### src/rtl/bpred_pkg.sv
// Shared branch-predictor definitions: 2-bit counter encodings, miss codes and
// the saturating counter step used by the branch history table.
package bpred_pkg;

  localparam logic [1:0] SN = 2'b00;
  localparam logic [1:0] WN = 2'b01;
  localparam logic [1:0] WT = 2'b10;
  localparam logic [1:0] ST = 2'b11;

  localparam logic [1:0] MISS_NONE   = 2'b00;
  localparam logic [1:0] MISS_TAKEN  = 2'b10;
  localparam logic [1:0] MISS_NTAKEN = 2'b01;

  localparam logic [2:0] BR_NONE = 3'd0;

  function automatic logic [1:0] sat_update(input logic [1:0] cnt, input logic taken);
    if (taken) return (cnt == ST) ? ST : cnt + 2'd1;
    else       return (cnt == SN) ? SN : cnt - 2'd1;
  endfunction

endpackage

### src/rtl/bht_table.sv
// Direct-mapped table of 2-bit saturating counters: combinational fetch read,
// one synchronous write port that either loads WN or steps the stored counter.
module bht_table #(
  parameter int IDX_W = 6
) (
  input  logic             clk,
  input  logic [IDX_W-1:0] rd_idx,
  output logic             rd_taken,
  input  logic             wr_en,
  input  logic [IDX_W-1:0] wr_idx,
  input  logic             wr_init,
  input  logic             wr_taken
);
  import bpred_pkg::*;

  logic [1:0] mem [2**IDX_W];

  // NOTE: the storage has no reset term; the controller's init sweep fills it,
  // which keeps the array mappable onto plain RAM/regfile cells.
  always_ff @(posedge clk) begin
    if (wr_en) mem[wr_idx] <= wr_init ? WN : sat_update(mem[wr_idx], wr_taken);
  end

  // Read before write: a same-cycle update of this entry shows up next cycle.
  assign rd_taken = mem[rd_idx][1];

endmodule

### src/rtl/bht_ctrl.sv
// Branch-history controller: INIT sweep / RUN FSM, fetch prediction gating,
// EX-stage misprediction resolution with redirect target, and statistics.
module bht_ctrl #(
  parameter int IDX_W = 6
) (
  input  logic        clk,
  input  logic        rst,
  input  logic [31:0] IFpc,
  input  logic        BTBhit,
  output logic        BHThit,
  input  logic [31:0] EXpc,
  input  logic [31:0] IDpc,
  input  logic [31:0] BrNPC,
  input  logic        BranchE,
  input  logic [2:0]  BranchTypeE,
  output logic [1:0]  PredictMiss,
  output logic [31:0] RedirectPC,
  output logic        Ready,
  output logic [31:0] BrCnt,
  output logic [31:0] MissCnt
);
  import bpred_pkg::*;

  localparam logic [0:0]       S_INIT   = 1'b0;
  localparam logic [0:0]       S_RUN    = 1'b1;
  localparam logic [IDX_W-1:0] LAST_IDX = '1;
  localparam logic [IDX_W-1:0] IDX_ONE  = 1;

  logic [0:0]       state;
  logic [IDX_W-1:0] init_idx;
  logic             run;
  logic             br_cond;
  logic [31:0]      ex_pc_plus4;
  logic [1:0]       miss_code;
  logic             rd_taken;
  logic             tbl_we;
  logic             tbl_init;
  logic [IDX_W-1:0] tbl_widx;
  logic             unused_pc_bits;

  // Reset is sampled at the edge, but all outputs must already be quiet while it is high.
  assign run         = (state == S_RUN) && !rst;
  assign br_cond     = (BranchTypeE != BR_NONE);
  assign ex_pc_plus4 = EXpc + 32'd4;

  // NOTE: every always_comb output gets a default first so no latch is inferred.
  always_comb begin
    miss_code = MISS_NONE;
    if (run) begin
      if (BranchE && (IDpc != BrNPC))                         miss_code = MISS_TAKEN;
      else if (!BranchE && br_cond && (IDpc != ex_pc_plus4)) miss_code = MISS_NTAKEN;
    end
  end

  always_comb begin
    RedirectPC = 32'd0;
    case (miss_code)
      MISS_TAKEN:  RedirectPC = BrNPC;
      MISS_NTAKEN: RedirectPC = ex_pc_plus4;
      default:     RedirectPC = 32'd0;
    endcase
  end

  assign PredictMiss = miss_code;
  assign Ready       = (state == S_RUN);
  assign BHThit      = run && BTBhit && rd_taken;

  // Write port: sweep data during INIT, counter step for resolved branches in RUN.
  assign tbl_init = (state == S_INIT);
  assign tbl_we   = !rst && (tbl_init || br_cond || BranchE);
  assign tbl_widx = tbl_init ? init_idx : EXpc[IDX_W+1:2];

  bht_table #(.IDX_W(IDX_W)) u_table (
    .clk      (clk),
    .rd_idx   (IFpc[IDX_W+1:2]),
    .rd_taken (rd_taken),
    .wr_en    (tbl_we),
    .wr_idx   (tbl_widx),
    .wr_init  (tbl_init),
    .wr_taken (BranchE)
  );

  // NOTE: sequential state uses non-blocking assignments only.
  always_ff @(posedge clk) begin
    if (rst) begin
      state    <= S_INIT;
      init_idx <= '0;
      BrCnt    <= 32'd0;
      MissCnt  <= 32'd0;
    end else if (state == S_INIT) begin
      init_idx <= init_idx + IDX_ONE;
      if (init_idx == LAST_IDX) state <= S_RUN;
    end else begin
      if (br_cond && (BrCnt != 32'hFFFF_FFFF))                 BrCnt   <= BrCnt + 32'd1;
      if ((miss_code != MISS_NONE) && (MissCnt != 32'hFFFF_FFFF)) MissCnt <= MissCnt + 32'd1;
    end
  end

  // Index ignores the byte offset and the high fetch-PC bits; aliasing is intended.
  assign unused_pc_bits = ^{IFpc[31:IDX_W+2], IFpc[1:0]};

endmodule

### config.mk
export PLATFORM = sky130hd
export DESIGN_NAME = bht_ctrl
export DESIGN_NICKNAME = d
export VERILOG_FILES = /design/src/rtl/bpred_pkg.sv /design/src/rtl/bht_table.sv /design/src/rtl/bht_ctrl.sv
export SDC_FILE = /design/constraint.sdc
export NUM_CORES = 1
export LEC_CHECK = 0
export CAP_MARGIN = 20
export CORE_MARGIN = 4
export CORE_UTILIZATION = 34
export CTS_CLUSTER_SIZE = 12
export DETAILED_ROUTE_END_ITERATION = 10
export DONT_BUFFER_PORTS = 1
export PLACE_DENSITY = 0.52
export SLEW_MARGIN = 20
export SYNTH_ARGS = -nofsm -noshare
export SYNTH_HDL_FRONTEND = slang
export SYNTH_SLANG_ARGS = --single-unit
### constraint.sdc
create_clock -name clk -period 5.13 [get_ports clk]
set_clock_uncertainty 0.1 [all_clocks]
set_input_delay 1.026 -clock clk [delete_from_list [all_inputs] [get_ports clk]]
set_output_delay 1.026 -clock clk [all_outputs]
set_load 0.005 [all_outputs]
Fig. 1: PDN straps and rails
Drawn at 2 px/um. Pins as bars on the die edge. Tap cells in grey.
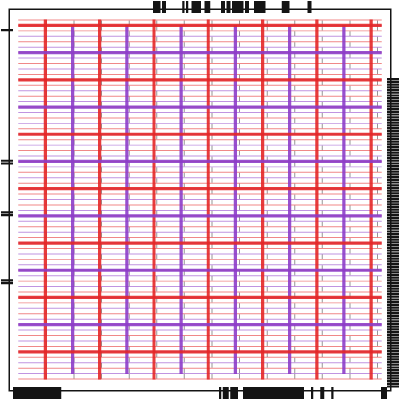
| colour | net |
|---|---|
| red | VSS |
| purple | VDD |
rows: 66
met5 straps: 13
met4 straps: 13

Fig. 2: placement by cell class
Drawn at 2 px/um. Fill, decap, tap and diode cells in grey.
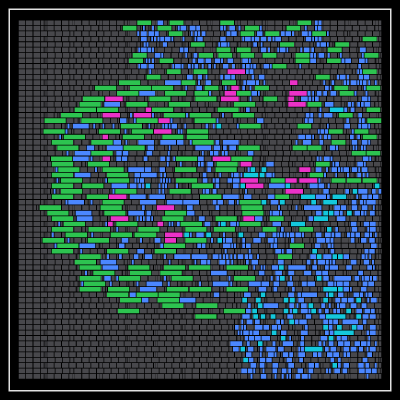
| colour | class | cells | share of their area |
|---|---|---|---|
| green | flip-flops | 199 | 42% |
| magenta | clock drivers and dummy loads | 32 | 4.9% |
| blue | all other logic | 833 | 47% |
| cyan | other buffers and delay cells | 70 | 5.5% |

## metrics by stage
| step | power (W) | util | setup TNS, ns | cell area (um2) | hold WS (ns) |
|---|---|---|---|---|---|
| finish | 0.00334 | 0.400 | -2.57 | 13000 | 0.435 |
| CTS | 0.00337 | 0.397 | -2.15 | 12900 | 0.439 |
| detailed placement | 0.00200 | 0.373 | -5.98 | 12200 | 0.428 |
| floorplan | 0.00194 | - | 0 | 11400 | 0.381 |
| global route | 0.00346 | 0.400 | -5.98 | 13000 | 0.452 |
| global placement | 0.00200 | 0.373 | -5.12 | 12200 | 0.422 |
## cells by family after synthesis
family	after synthesis
XOR/XNOR	149
multiplexers	67
adder cells (fa/ha/maj)	8
buffers and inverters	62
AND/OR/NAND/NOR	471
flip-flops	199
AND-OR/OR-AND	124
==> results_slide.txt <==
Run Summary

Final layout
  • Logic share of the area: 0.450
  • Data buffer area share: 0.0524
  • Flop count: 199
  • Clk tree area frac: 0.0472
  • Bufs w/o clock: 70
  • ANT cells: 0
  • Most frequent logic cell in the layout: nor2_1
  • Area Overhead vs Synth: 15.8%
  • Comb area: 5860 um2

Clock tree
  • CTS tree: done
  • Worst skew pair latency: 0.44 ns
  • CTS Buf Count: 17
  • Post-cts sizing count: 22

Yosys
  • Area leader share: 0.341
  • Number of enable flip-flop cells: 128
  • Post-synth top cells: nor2_1, edfxtp_1, xnor2_1, nand2_1, dfxtp_1
  • Synth Warn #: 0
  • Adder share: 0.00867
  • Most frequent cell after synthesis: nor2_1

Power and ir drop
  • Top Consumer: registers
  • Internal power: 0.00249 W

Route
  • WL met1: 13800 um

Timing
  • Final setup margin: -0.117 ns
  • Final setup fails: 32
  • RSZ-0062 raised after global routing: yes

Min path
  • Hold path start: BrCnt[1]

Critical path
  • Flop2flop setup slack: 1.21 ns
  • Crit path depth: 14
  • CP dominant cell by count: or4_4
  • Setup CP Type: primary input to output pin
  • CP startpoint kind: primary input
  • Slowest stage cell, crit path: or4_4
  • Crit path buffers/inverters: 2

Place
  • Port bufs: 0

Floorplanning
  • Fp util: 0.345
  • Total core area: 32600 um2

Outcome
  • Status: complete, but fails checks
  • Failing checks: negative setup slack

GRT
  • Met2 Use GR: 0.301
  • Largest net degree at the start of global routing: 74
  • First-pass GRT wire length: 50500 um
Power and IR drop assume default switching activity.
